[src/rtl/serial_frame_sender.sv]
// Framed serial bit-stream source: idle-high line, start bit, LEN_W-bit length
// MSB-first, then N payload bits MSB-first, advanced by a step strobe.
module serial_frame_sender #(
   parameter int LEN_W  = 4,
   parameter int DATA_W = 15
) (
   input  logic              clk,
   input  logic              rst,
   input  logic              step,
   input  logic              start,
   input  logic [LEN_W-1:0]  len,
   input  logic [DATA_W-1:0] data,
   output logic              ser_out,
   output logic              busy,
   output logic              done,
   output logic [LEN_W-1:0]  remaining
);

   localparam int IDX_W = (LEN_W > 1) ? $clog2(LEN_W) : 1;

   typedef enum logic [1:0] {
      IDLE,
      START,
      LEN,
      DATA
   } state_t;

   state_t             state, stateNext;
   logic [LEN_W-1:0]   lenQ, lenNext;
   logic [DATA_W-1:0]  dataQ, dataNext;
   logic [IDX_W-1:0]   idxQ, idxNext;
   logic [LEN_W-1:0]   remQ, remNext;
   logic               serQ, serNext;
   logic               busyQ, busyNext;
   logic               doneQ, doneNext;

   always_ff @(posedge clk or negedge rst) begin
      if (!rst) begin
         state <= IDLE;
         lenQ  <= '0;
         dataQ <= '0;
         idxQ  <= '0;
         remQ  <= '0;
         serQ  <= 1'b1;
         busyQ <= 1'b0;
         doneQ <= 1'b0;
      end else begin
         state <= stateNext;
         lenQ  <= lenNext;
         dataQ <= dataNext;
         idxQ  <= idxNext;
         remQ  <= remNext;
         serQ  <= serNext;
         busyQ <= busyNext;
         doneQ <= doneNext;
      end
   end

   // Every output is the registered image of the next-state values below,
   // so the line changes exactly on the edge that releases the previous bit.
   always_comb begin
      stateNext = state;
      lenNext   = lenQ;
      dataNext  = dataQ;
      idxNext   = idxQ;
      remNext   = remQ;
      serNext   = serQ;
      busyNext  = busyQ;
      doneNext  = 1'b0;

      case (state)
         IDLE: begin
            serNext  = 1'b1;
            busyNext = 1'b0;
            remNext  = '0;
            if (start) begin
               lenNext   = len;
               dataNext  = data;
               stateNext = START;
               serNext   = 1'b0;
               busyNext  = 1'b1;
            end
         end

         START: begin
            if (step) begin
               stateNext = LEN;
               idxNext   = IDX_W'(LEN_W - 1);
               serNext   = lenQ[LEN_W-1];
            end
         end

         LEN: begin
            if (step) begin
               if (idxQ == '0) begin
                  if (lenQ != '0) begin
                     stateNext = DATA;
                     remNext   = lenQ;
                     serNext   = dataQ[lenQ - LEN_W'(1)];
                  end else begin
                     stateNext = IDLE;
                     serNext   = 1'b1;
                     busyNext  = 1'b0;
                     doneNext  = 1'b1;
                  end
               end else begin
                  idxNext = idxQ - IDX_W'(1);
                  serNext = lenQ[idxQ - IDX_W'(1)];
               end
            end
         end

         DATA: begin
            if (step) begin
               if (remQ == LEN_W'(1)) begin
                  stateNext = IDLE;
                  serNext   = 1'b1;
                  busyNext  = 1'b0;
                  remNext   = '0;
                  doneNext  = 1'b1;
               end else begin
                  remNext = remQ - LEN_W'(1);
                  serNext = dataQ[remQ - LEN_W'(2)];
               end
            end
         end

         default: begin
            stateNext = IDLE;
            serNext   = 1'b1;
            busyNext  = 1'b0;
            remNext   = '0;
         end
      endcase
   end

   assign ser_out   = serQ;
   assign busy      = busyQ;
   assign done      = doneQ;
   assign remaining = remQ;

endmodule

[config.mk]
export PLATFORM = sky130hd
export DESIGN_NAME = serial_frame_sender
export DESIGN_NICKNAME = d
export VERILOG_FILES = /design/src/rtl/serial_frame_sender.sv
export SDC_FILE = /design/constraint.sdc
export NUM_CORES = 1
export LEC_CHECK = 0
export ABC_AREA = 1
export CORE_ASPECT_RATIO = 0.75
export CORE_MARGIN = 4
export CORE_UTILIZATION = 50
export CTS_BUF_LIST = sky130_fd_sc_hd__clkbuf_4
export CTS_CLUSTER_DIAMETER = 30
export CTS_CLUSTER_SIZE = 10
export DETAILED_ROUTE_END_ITERATION = 7
export PLACE_DENSITY = 0.79
export SYNTH_ARGS = -nofsm -noshare
export SYNTH_HDL_FRONTEND = slang
export SYNTH_SLANG_ARGS = --single-unit
[constraint.sdc]
create_clock -name clk -period 2.7 [get_ports clk]
set_input_delay 0.405 -clock clk [delete_from_list [all_inputs] [get_ports clk]]
set_output_delay 0.405 -clock clk [all_outputs]
set_load 0.1 [all_outputs]
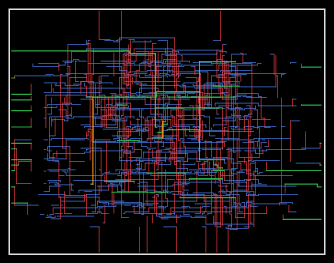
(images/wires.png)
(4 px per um)
legend:
  red:
    layer: metal 2
    wire_length: 1770 um
  orange:
    layer: metal 4
    wire_length: 68.7 um
  green:
    layer: metal 3
    wire_length: 284 um
  blue:
    layer: metal 1
    wire_length: 2200 um
routed via count: 1764
average detailed-routed wire length per instance: 12.6 um
GR Util All Layers: 19.9%

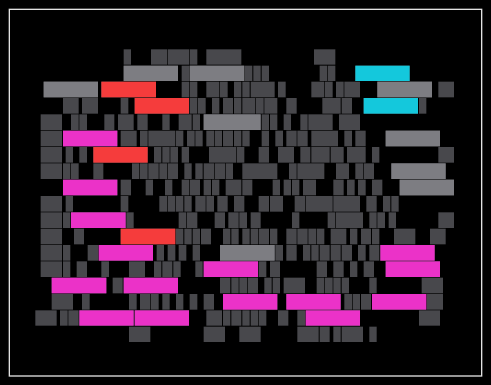
(images/flops_by_reg.png)
(6 px per um) Other sequential cells in the stronger grey, the rest of the logic in the fainter grey.
legend:
  cyan:
    signal: idxQ
    flops: 2
  red:
    signal: lenQ
    flops: 4
  magenta:
    signal: dataQ
    flops: 15
not coloured: 9
sequential portion of the cell area: 33.9%
Seq. cell area: 752 um^2
power of the sequential group: 876 uW
post-layout util: 64.8%

==> summary.txt <==
Summary of the current implementation state.

- Per the Yosys statistics, synthesis produced between 200 and 300 cells.
- After synthesis the cells add up to approximately 1900 um^2.
- The count of cells along the worst register-to-register path is 12, for reference.
- The register bit total from synthesis is 30, for reference.
- The number of instances in the placed design is between 300 and 400, for reference.
- Setup repair after global routing left no endpoint under its margin.
- The distinct cell type count after synthesis is 29, for reference.
- The final wirelength is between 4000 and 5000 um, for reference.
- The maximum fanout along the worst path is 12, for reference.
- The violation tally recorded at the end of detailed-routing iteration 0 is ~150.
- On the final layout, the worst hold slack is around 0.43 ns.
- In the routed design, unresolved DRC markers number 0.
- The routed via count divided by cell count is roughly 5, for reference.
- For reference, the critical path cell chain is inv_2, ha_1, inv_1, nand3_1, nand2_1, nand2_1, nand3_1, nand3_1, nand2_1, nand3_1, nand2_1, nand2_1.
- The worst register-to-register path has a setup slack of 0.78 ns.
- The minimum clock period is between 1.5 and 2 ns, for reference.
- The number of warning messages in the logs is 29, for reference.
- Per the timing report, the most critical flop-to-flop path finishes at ser_out$_DFFE_PN1P_.
- The horizontal extent of the die is 78.5 um, for reference.
- Measured against the total synthesized area, the mux share comes to 0%.
- Grouping non-sequential cells by family puts the most area in simple AND/OR/NAND/NOR gates.
- In the Yosys report, the sequential cells make up between 40% and 50% of the chip area.
- For this design, the sink count on the clock tree is 30.
- The overall chip area is between 4000 and 5000 um^2, for reference.
- The post-CTS repair timing setup buffer count is 0, for reference.
- The OpenROAD report gives the critical path a required time of just under 3 ns.
- The post-route non-filler standard cell count is between 300 and 400, for reference.
- The number of warnings issued by yosys is 0, for reference.
- The number of buffers created by CTS is 5, for reference.
- Synthesis produced a netlist with a net count of ~290.
- The final layout contains ~320 nets.
- The largest net degree at the start of global routing is 39, for reference.
- The global router reports that the layer with the highest usage is met2.
- The maximum clock rate is ~0.52 GHz, for reference.
- The adder-cell share of the synthesized area is ~4.7%, for reference.
- 0 antenna diodes ended up in the layout.
- The clock input transition at the sequential cells of the worst setup and hold paths is 0.10 ns, for reference.
- The global routing report lists met2 layer usage as between 30% and 40%.
- After layout, the worst path uses between 70 and 80% of the clock period.
- The total count of hold-check failures in the final report is 0, for reference.
- Ranked by total cell area, the synthesized netlist is headed by dfrtp_1 (39%), nand2_1 (18%), nand3_1 (7.5%), o21ai_1 (5.9%), ha_1 (4.7%).
- The worst setup path is captured at a register.
- The largest stage delay on the critical path is around 0.56 ns, for reference.
- The power density normalized to cell area is roughly 1300 nW/um^2, for reference.
- The kind of cell adding the most delay to the critical path is simple AND/OR/NAND/NOR gates, for reference.
- The xor and xnor fraction of the mapped netlist area is less than 1%, for reference.
- Tracing the worst setup path back leads to its startpoint at lenQ[0]$_DFFE_PN0P_.
- The wire length of the first global-routing pass is just over 7000 um, for reference.
- The number of ports placed on the die boundary is 30, for reference.
- The met3 track utilization from global routing is around 5.3%, for reference.
- The residual overflow from global routing is 0, for reference.
- Among all stages on the critical path, the largest delay is contributed by dfrtp_1.
- The worst setup path is launched from a register.
- The peak ir drop on the vdd network is 0.819 mV, for reference.
- The clock reaches the later pin of the worst-skew pair after 0.35 ns.
- The cell type that accounts for the most area after synthesis is dfrtp_1.
- The number of maximum-capacitance constraint violations is 0, for reference.
- The initial antenna violation count is 0.
- The met1 usage in global routing is roughly 28%, for reference.
- The global placement routability congestion is 0.917, for reference.
- The first TritonRoute pass finished after 4 iterations.
- The clock root buffer is clkbuf_4, for reference.
- After synthesis, the largest area contributor takes up about two fifths of total cell area.
- Summing the areas of all and, or, nand and nor instances in the mapped netlist gives 32.2% of the synthesized area.
- Across all checked pins, the minimum headroom to the slew limit is between 60 and 70%.
- The synthesis area per yosys is 1860 um^2, for reference.
- The flow ran to the end, and the final reports show no timing, DRC or antenna violations.
- The worst setup path is of the reg -> reg kind.
- For this design, the CTS-stage hold fixing added 0 buffers.
- Checking hold timing, the worst path is listed with class in -> async.
- The remaining number of nets flagged by the antenna check after routing is 0, for reference.
- The number of global-route vias before repair is 1579, for reference.
- Before placement the cells fill a little over half of the core.
- The critical path endpoint is ser_out$_DFFE_PN1P_, for reference.
- The number of buffers and inverters on the critical path is 2.
- The origin of the critical flop-to-flop path is lenQ[0]$_DFFE_PN0P_, for reference.
- The OpenROAD report gives the critical path a data arrival time of about 2.2 ns.
- The most numerous cell on the critical path is nand2_1, for reference.
- The post-route netlist has between 10% and 20% of its cells at a drive strength greater than 1.
- The count of cells resized by post-cts repair is 0, for reference.
- The leakage power summed over all cells is between 0.001 and 0.0015 uW, for reference.
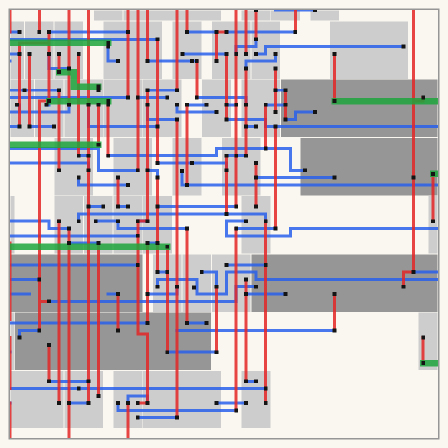
(images/detail.png)
Region (49, 5) to (69, 25) um. Cells in grey, sequential cells in the stronger grey; small squares are vias.
legend:
  red:
    layer: metal 2
  blue:
    layer: metal 1
  green:
    layer: metal 3
sequential cells in the window: 5
most frequent: nand2_1 (10), inv_1 (6), dfrtp_1 (5)
netlist names of flops here include: dataQ (5)
cells with their middle in the window: 36

==> stage by stage <==
step	instance area, um^2	power, uW	setup slack (ns)
floorplan	1860	2290	0.440
global placement	2170	2640	0.937
detailed placement	2170	2670	0.839
CTS	2220	2950	0.815
global route	2220	3210	0.559
finish	2220	2960	0.778
==> cell usage after synthesis <==
cell      number
a21oi_1        7
buf_2          5
buf_4          2
a31oi_1        2
nor3_1         1
a32oi_1        1
ha_1           7
dfrtp_1       29
dfstp_2        1
a21oi_4        1
nand3_1       28
a21o_1         1
inv_4          1
inv_2         13
nor3_2         1
o22ai_1        3
xnor2_1        1
nand2_1       90
nor2_4         2
nor3_4         1
o211ai_1       1
inv_1         23
o32ai_1        1
o21ai_0        1
nand2_2        2
clkinv_1       1
nor2_1        13
nor2_2         1
o21ai_1       22
==> cell type report <==
cell class                      instances  area [um^2]  area share, %
Multi-Input combinational cell        187          926           41.7
Timing Repair Buffer                   30          280           12.6
Clock inverter                          2         8.76          0.395
Inverter                               38          145           6.54
Clock buffer                            6         45.0           2.03
Sequential cell                        30          752           33.9
Tap cell                               50         62.6           2.82
==> state kept, by name, summed over array words and instances (netlist names) <==
name / flops
ser_out: 1
busy: 1
lenQ: 4
idxQ: 2
state: 2
dataQ: 15
remaining: 4
done: 1
==> kinds of logic (layout without fill, tap and decap cells) <==
| kind of cell | after synthesis | after routing |
|---|---|---|
| compound gates | 40 | 40 |
| fa+ha+maj | 7 | 7 |
| simple gates | 139 | 139 |
| xor+xnor | 1 | 1 |
| flops | 30 | 30 |
| buf+inv | 45 | 76 |
==> power by group <==
part           switching, uW  internal (uW)  leakage (uW)
logic                   1210            598      0.000692
registers                212            664      0.000364
clock network            166            108     0.0000331
total                   1590           1370       0.00109
==> worst min path at each step <==
stage	startpoint	endpoint	slack, ns	cells past startpoint
global placement	ser_out$_DFFE_PN1P_	ser_out$_DFFE_PN1P_	0.47	2
detailed placement	ser_out$_DFFE_PN1P_	ser_out$_DFFE_PN1P_	0.47	2
finish	rst	dataQ[2]$_DFFE_PN0P_	0.43	2
floorplan	rst	busy$_DFFE_PN0P_	0.11	0
CTS	rst	dataQ[4]$_DFFE_PN0P_	0.45	2
global route	rst	dataQ[4]$_DFFE_PN0P_	0.47	2
==> metal layers <==
layer	vias up	part of all wire, %
li1	902	-
met5	-	0
met4	0	1.6
met2	55	41
met1	797	51
met3	10	6.6
Power and IR drop assume default switching activity.
